**Cell density map**

26 x 31 tiles, from white (low) to dark blue (high), 0 to 100% covered.
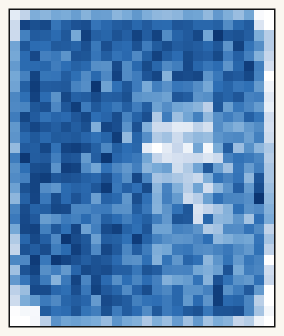
**Cell classes on the final placement**

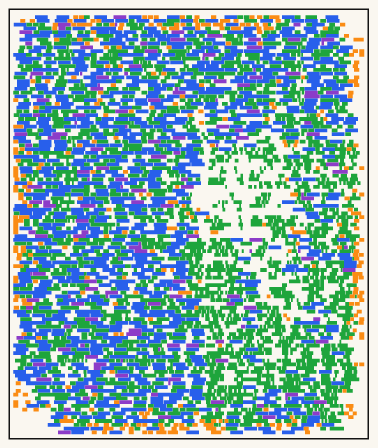
**Sequential cells coloured by netlist name**

Scale bar: 100 um.
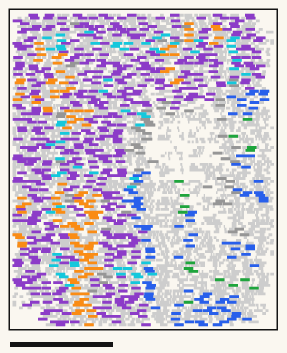
**Placed standard cells**

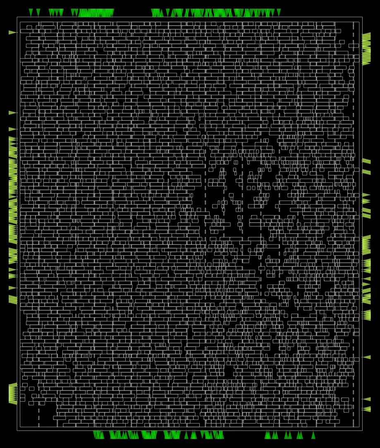
**The metal 3 layer**

Scale bar: 100 um.
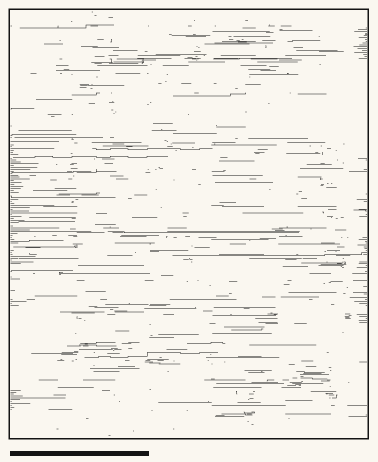
$ cat src/rtl/cdb_arbiter_buffered.sv
// CDB arbiter with per-source result FIFOs, round-robin multi-port grant and
// ROB-age squash. Losing sources stall in their FIFO instead of dropping results.
module cdb_arbiter_buffered #(
  parameter int NUM_SOURCES = 4,
  parameter int CDB_PORTS   = 2,
  parameter int BUF_DEPTH   = 4,
  parameter int XLEN        = 32,
  parameter int PHYS_W      = 7,
  parameter int ROB_W       = 6,
  parameter int SRC_W       = $clog2(NUM_SOURCES)
) (
  input  logic                                  clk,
  input  logic                                  reset_n,
  input  logic [NUM_SOURCES-1:0]                src_valid,
  output logic [NUM_SOURCES-1:0]                src_ready,
  input  logic [NUM_SOURCES-1:0][PHYS_W-1:0]    src_tag,
  input  logic [NUM_SOURCES-1:0][XLEN-1:0]      src_value,
  input  logic [NUM_SOURCES-1:0][ROB_W-1:0]     src_rob_tag,
  input  logic                                  flush_valid,
  input  logic [ROB_W-1:0]                      flush_rob_tag,
  input  logic [ROB_W-1:0]                      rob_head_tag,
  output logic [CDB_PORTS-1:0]                  cdb_valid,
  output logic [CDB_PORTS-1:0][PHYS_W-1:0]      cdb_tag,
  output logic [CDB_PORTS-1:0][XLEN-1:0]        cdb_value,
  output logic [CDB_PORTS-1:0][ROB_W-1:0]       cdb_rob_tag,
  output logic [CDB_PORTS-1:0][SRC_W-1:0]       cdb_src_id
);

  // Handshake: a source transfers on any edge where src_valid && src_ready;
  // src_ready comes only from the registered FIFO count, never from src_valid.

  localparam int AW = $clog2(BUF_DEPTH);
  localparam logic [AW:0] FULL_CNT = (AW+1)'(BUF_DEPTH);

  logic              mem_live  [NUM_SOURCES][BUF_DEPTH];
  logic [PHYS_W-1:0] mem_tag   [NUM_SOURCES][BUF_DEPTH];
  logic [XLEN-1:0]   mem_value [NUM_SOURCES][BUF_DEPTH];
  logic [ROB_W-1:0]  mem_rob   [NUM_SOURCES][BUF_DEPTH];
  logic [AW:0]       rd_ptr    [NUM_SOURCES];
  logic [AW:0]       wr_ptr    [NUM_SOURCES];
  logic [AW:0]       count     [NUM_SOURCES];
  logic [SRC_W-1:0]  rr_ptr;

  logic [NUM_SOURCES-1:0] has_entry;
  logic [NUM_SOURCES-1:0] head_live;
  logic [PHYS_W-1:0]      head_tag   [NUM_SOURCES];
  logic [XLEN-1:0]        head_value [NUM_SOURCES];
  logic [ROB_W-1:0]       head_rob   [NUM_SOURCES];
  logic [NUM_SOURCES-1:0] push;
  logic [NUM_SOURCES-1:0] pop;

  logic [CDB_PORTS-1:0]   gnt_valid;
  logic [SRC_W-1:0]       gnt_src [CDB_PORTS];
  logic [CDB_PORTS-1:0]   send;
  logic [CDB_PORTS-1:0]   cancel_q;
  logic                   any_grant;
  logic [SRC_W-1:0]       last_src;
  logic [SRC_W-1:0]       idx;
  int                     idx_i;
  int                     nport;

  // Age is measured from the ROB head so wrapped tags compare correctly.
  function automatic logic is_younger(input logic [ROB_W-1:0] t,
                                      input logic [ROB_W-1:0] head,
                                      input logic [ROB_W-1:0] fl);
    logic [ROB_W-1:0] age_t;
    logic [ROB_W-1:0] age_f;
    age_t = t - head;
    age_f = fl - head;
    return age_t > age_f;
  endfunction

  always_comb begin
    for (int i = 0; i < NUM_SOURCES; i++) begin
      count[i]      = wr_ptr[i] - rd_ptr[i];
      src_ready[i]  = (count[i] != FULL_CNT);
      has_entry[i]  = (count[i] != '0);
      head_live[i]  = has_entry[i] && mem_live[i][rd_ptr[i][AW-1:0]];
      head_tag[i]   = mem_tag[i][rd_ptr[i][AW-1:0]];
      head_value[i] = mem_value[i][rd_ptr[i][AW-1:0]];
      head_rob[i]   = mem_rob[i][rd_ptr[i][AW-1:0]];
    end
  end

  assign push = src_valid & src_ready;

  always_comb begin
    gnt_valid = '0;
    pop       = '0;
    any_grant = 1'b0;
    last_src  = '0;
    nport     = 0;
    idx_i     = 0;
    idx       = '0;
    for (int p = 0; p < CDB_PORTS; p++) gnt_src[p] = '0;
    for (int k = 0; k < NUM_SOURCES; k++) begin
      idx_i = int'(rr_ptr) + k;
      if (idx_i >= NUM_SOURCES) idx_i = idx_i - NUM_SOURCES;
      idx = SRC_W'(idx_i);
      if (head_live[idx] && nport < CDB_PORTS) begin
        for (int p = 0; p < CDB_PORTS; p++) begin
          if (p == nport) begin
            gnt_valid[p] = 1'b1;
            gnt_src[p]   = idx;
          end
        end
        nport     = nport + 1;
        pop[idx]  = 1'b1;
        any_grant = 1'b1;
        last_src  = idx;
      end
    end
    // Dead heads drain one per cycle without occupying a port.
    for (int i = 0; i < NUM_SOURCES; i++) begin
      if (has_entry[i] && !head_live[i]) pop[i] = 1'b1;
    end
  end

  // A flush cancels a younger grant in place; later ports keep their slot.
  always_comb begin
    for (int p = 0; p < CDB_PORTS; p++) begin
      send[p] = gnt_valid[p] &&
                !(flush_valid && is_younger(head_rob[gnt_src[p]], rob_head_tag, flush_rob_tag));
    end
  end

  always_ff @(posedge clk or negedge reset_n) begin
    if (!reset_n) begin
      for (int i = 0; i < NUM_SOURCES; i++) begin
        rd_ptr[i] <= '0;
        wr_ptr[i] <= '0;
        for (int j = 0; j < BUF_DEPTH; j++) begin
          mem_live[i][j]  <= 1'b0;
          mem_tag[i][j]   <= '0;
          mem_value[i][j] <= '0;
          mem_rob[i][j]   <= '0;
        end
      end
      rr_ptr      <= '0;
      cdb_valid   <= '0;
      cdb_tag     <= '0;
      cdb_value   <= '0;
      cdb_rob_tag <= '0;
      cdb_src_id  <= '0;
      cancel_q    <= '0;
    end else begin
      for (int i = 0; i < NUM_SOURCES; i++) begin
        if (flush_valid) begin
          for (int j = 0; j < BUF_DEPTH; j++) begin
            if (is_younger(mem_rob[i][j], rob_head_tag, flush_rob_tag)) mem_live[i][j] <= 1'b0;
          end
        end
        // Written after the flush sweep so the incoming entry's own live bit wins.
        if (push[i]) begin
          mem_live[i][wr_ptr[i][AW-1:0]]  <= !(flush_valid &&
                                               is_younger(src_rob_tag[i], rob_head_tag, flush_rob_tag));
          mem_tag[i][wr_ptr[i][AW-1:0]]   <= src_tag[i];
          mem_value[i][wr_ptr[i][AW-1:0]] <= src_value[i];
          mem_rob[i][wr_ptr[i][AW-1:0]]   <= src_rob_tag[i];
          wr_ptr[i] <= wr_ptr[i] + 1'b1;
        end
        if (pop[i]) rd_ptr[i] <= rd_ptr[i] + 1'b1;
      end
      if (any_grant) begin
        rr_ptr <= (last_src == SRC_W'(NUM_SOURCES - 1)) ? '0 : last_src + 1'b1;
      end
      for (int p = 0; p < CDB_PORTS; p++) begin
        cdb_valid[p]   <= send[p];
        cdb_tag[p]     <= send[p] ? head_tag[gnt_src[p]]   : '0;
        cdb_value[p]   <= send[p] ? head_value[gnt_src[p]] : '0;
        cdb_rob_tag[p] <= send[p] ? head_rob[gnt_src[p]]   : '0;
        cdb_src_id[p]  <= send[p] ? gnt_src[p]             : '0;
        cancel_q[p]    <= gnt_valid[p] && !send[p];
      end
    end
  end

  for (genvar i = 0; i < NUM_SOURCES; i++) begin : g_count_chk
    assert property (@(posedge clk) disable iff (!reset_n) count[i] <= FULL_CNT);
  end

  for (genvar p = 0; p < CDB_PORTS; p++) begin : g_gnt_chk
    for (genvar q = p + 1; q < CDB_PORTS; q++) begin : g_pair
      assert property (@(posedge clk) disable iff (!reset_n)
        !(gnt_valid[p] && gnt_valid[q] && gnt_src[p] == gnt_src[q]));
    end
  end

  // Ports fill from 0 upward; the only hole allowed is a flush-cancelled slot.
  for (genvar q = 1; q < CDB_PORTS; q++) begin : g_order_chk
    assert property (@(posedge clk) disable iff (!reset_n)
      cdb_valid[q] |-> (cdb_valid[q-1] || cancel_q[q-1]));
  end

endmodule

$ cat config.mk
export PLATFORM = sky130hd
export DESIGN_NAME = cdb_arbiter_buffered
export DESIGN_NICKNAME = d
export VERILOG_FILES = /design/src/rtl/cdb_arbiter_buffered.sv
export SDC_FILE = /design/constraint.sdc
export NUM_CORES = 2
export LEC_CHECK = 0
export CAP_MARGIN = 25
export CORE_ASPECT_RATIO = 1.2
export CORE_MARGIN = 2
export CORE_UTILIZATION = 60
export CTS_CLUSTER_SIZE = 25
export DETAILED_ROUTE_END_ITERATION = 12
export PLACE_DENSITY_LB_ADDON = 0.2
export REMOVE_ABC_BUFFERS = 1
export SYNTH_ARGS = -nofsm -noshare
export SYNTH_HDL_FRONTEND = slang
export SYNTH_SLANG_ARGS = --single-unit
export TNS_END_PERCENT = 1
$ cat constraint.sdc
create_clock -name clk -period 14.18 [get_ports clk]
set_input_delay 3.545 -clock clk [delete_from_list [all_inputs] [get_ports clk]]
set_output_delay 3.545 -clock clk [all_outputs]
set_load 0.02 [all_outputs]
==> metrics.log <==
[flow] collecting metrics
INFO  metric cts_resized = 0
INFO  metric crit_path_frequent_cell = sky130_fd_sc_hd__ha_1
INFO  metric syn-mean-instance-area = 14.0 um2
INFO  metric clk_path_buf_depth = 3
INFO  metric place_worst_setup_slack = 5.62 ns
INFO  metric postCtsHoldBufs = 0
INFO  metric postCtsSetupBuffers = 0
INFO  metric route.detailed.drc = 0
INFO  metric number_of_warning_messages_in_the_logs = 50
INFO  metric synth_async_sr_flop_share = 100%
INFO  metric ios = 299
INFO  metric floorplan.die.height = 308 um
INFO  metric top_layout_cells = sky130_fd_sc_hd__dfrtp_1 (850), sky130_fd_sc_hd__mux2_2 (714), sky130_fd_sc_hd__clkdlybuf4s50_1 (297)
INFO  metric status = complete, no violations
INFO  metric cts_root_buf = sky130_fd_sc_hd__clkbuf_16
INFO  metric fmax = 0.115 GHz
INFO  metric synth-seq-cells = 858
INFO  metric cts_tree = built
INFO  metric synthToLayoutAreaGrowth = 14.9%
INFO  metric grt_antenna_before_repair = 15
Back to the opening pictures, 'cell density map':
tiles over 75% full	40%
nearly empty tiles	1.4%
fullest tile	98%
mean over tiles	65%
Floorplan Utilization: 60.6%
core area: 76400 um2
Finished Core Util: 69.7%

Back to the opening pictures, 'cell classes on the final placement':
colour	class	cells	share of their area
orange	remaining buffers and delay cells	353	6.7%
blue	registers	858	41%
green	remaining logic cells	2270	46%
purple	clock drivers and dummy loads	156	5.7%

Back to the opening pictures, 'sequential cells coloured by netlist name':
colour	name in the netlist	flops
green	`mem_live`	16
cyan	`cdb_value`	64
orange	`mem_tag`	112
purple	`mem_value`	512
blue	`mem_rob`	96
not coloured	58
register share of the cell area: 40.4%
register area: 21500 um2

Back to the opening pictures, 'placed standard cells':
number of well taps: 1017
post-route insts no fill: 4663
count of standard-cell rows: 111
number of filler instances in the final layout: 5113
count of sequential standard cells: 858

Back to the opening pictures, 'the metal 3 layer':
wire length on this layer	7330 um
nets with wire on the layer	350
met3 Use GR: 5.23%
total number of vias: 29.9k
Total Wirelength: 130000 um

worst paths after layout:
kind                                 start        endpoint  slack [ns]
worst max-delay path             rd_ptr[1]   cdb_value[50]        5.48
worst min-delay path            wr_ptr[11]      wr_ptr[11]        0.49
worst max register to register   rd_ptr[1]   cdb_value[50]        5.48
worst min register to register  wr_ptr[11]      wr_ptr[11]        0.49
max in group asynchronous          reset_n  mem_value[420]        9.00
min in group asynchronous          reset_n     mem_rob[66]        2.87
metal layers:
metal / wire, um / GRT usage (%)
met1: 50700 / 41.8
met2: 66600 / 58.5
met3: 7330 / 5.23
met4: 5220 / 13.4
met5: 110 / 0
cell type report:
class | instances | area [um2] | share of cell area [%]
well taps | 1017 | 1270 | 2.39
repair buffers | 353 | 3500 | 6.57
clock buffers | 115 | 2480 | 4.66
inverters | 84 | 315 | 0.592
multi-input cells | 2186 | 23700 | 44.4
flip-flops and latches | 858 | 21500 | 40.4
diodes | 9 | 22.5 | 0.0423
clock inverters | 41 | 503 | 0.945
synthesized netlist by cell type, drive strengths merged, types with 31 or more instances:
library cell / count / share of area (%)
dfrtp: 858 / 46
mux2: 714 / 17
ha: 275 / 7.4
mux4: 225 / 12
nand2: 128 / 1.0
a21oi: 127 / 1.4
xnor2: 105 / 2.0
clkbuf: 97 / 0.79
a21o: 96 / 1.6
o21ai: 86 / 0.95
inv: 83 / 0.67
mux2i: 61 / 1.3
buf: 55 / 0.76
and2: 49 / 0.66
a221oi: 43 / 0.81
xor2: 43 / 0.81
nor2: 31 / 0.25
state kept, by name, summed over array words and instances (netlist names):
name and cells:
mem_value 512, rd_ptr 12, cdb_rob_tag 12, cdb_src_id 4, mem_rob 96, mem_tag 112, wr_ptr 12, cdb_valid 2
rr_ptr 2, cdb_value 64, cdb_tag 14, mem_live 16
logic make-up after synthesis:
logic type / share of synthesized area, %
flops: 46.3
xor+xnor: 2.80
compound gates: 6.19
simple gates: 3.16
buf+inv: 2.81
mux: 30.3
fa+ha+maj: 8.44
worst register-to-register path: cells and delay by family (launching register included):
kind | cells | cell delay, ns
adders and majority gates | 4 | 1.23
and+or+nand+nor | 5 | 1.57
xor gates and xnor gates | 3 | 0.39
AOI/OAI and AO/OA | 8 | 1.79
buffers and inverters | 5 | 1.99
DFF | 1 | 0.77
muxes | 3 | 0.80
metrics by stage:
stage          area (um2)
2_1_floorplan       45300
4_1_cts             53100
6_report            53200
3_5_place_dp        50200
5_1_grt             53200
3_3_place_gp        50200
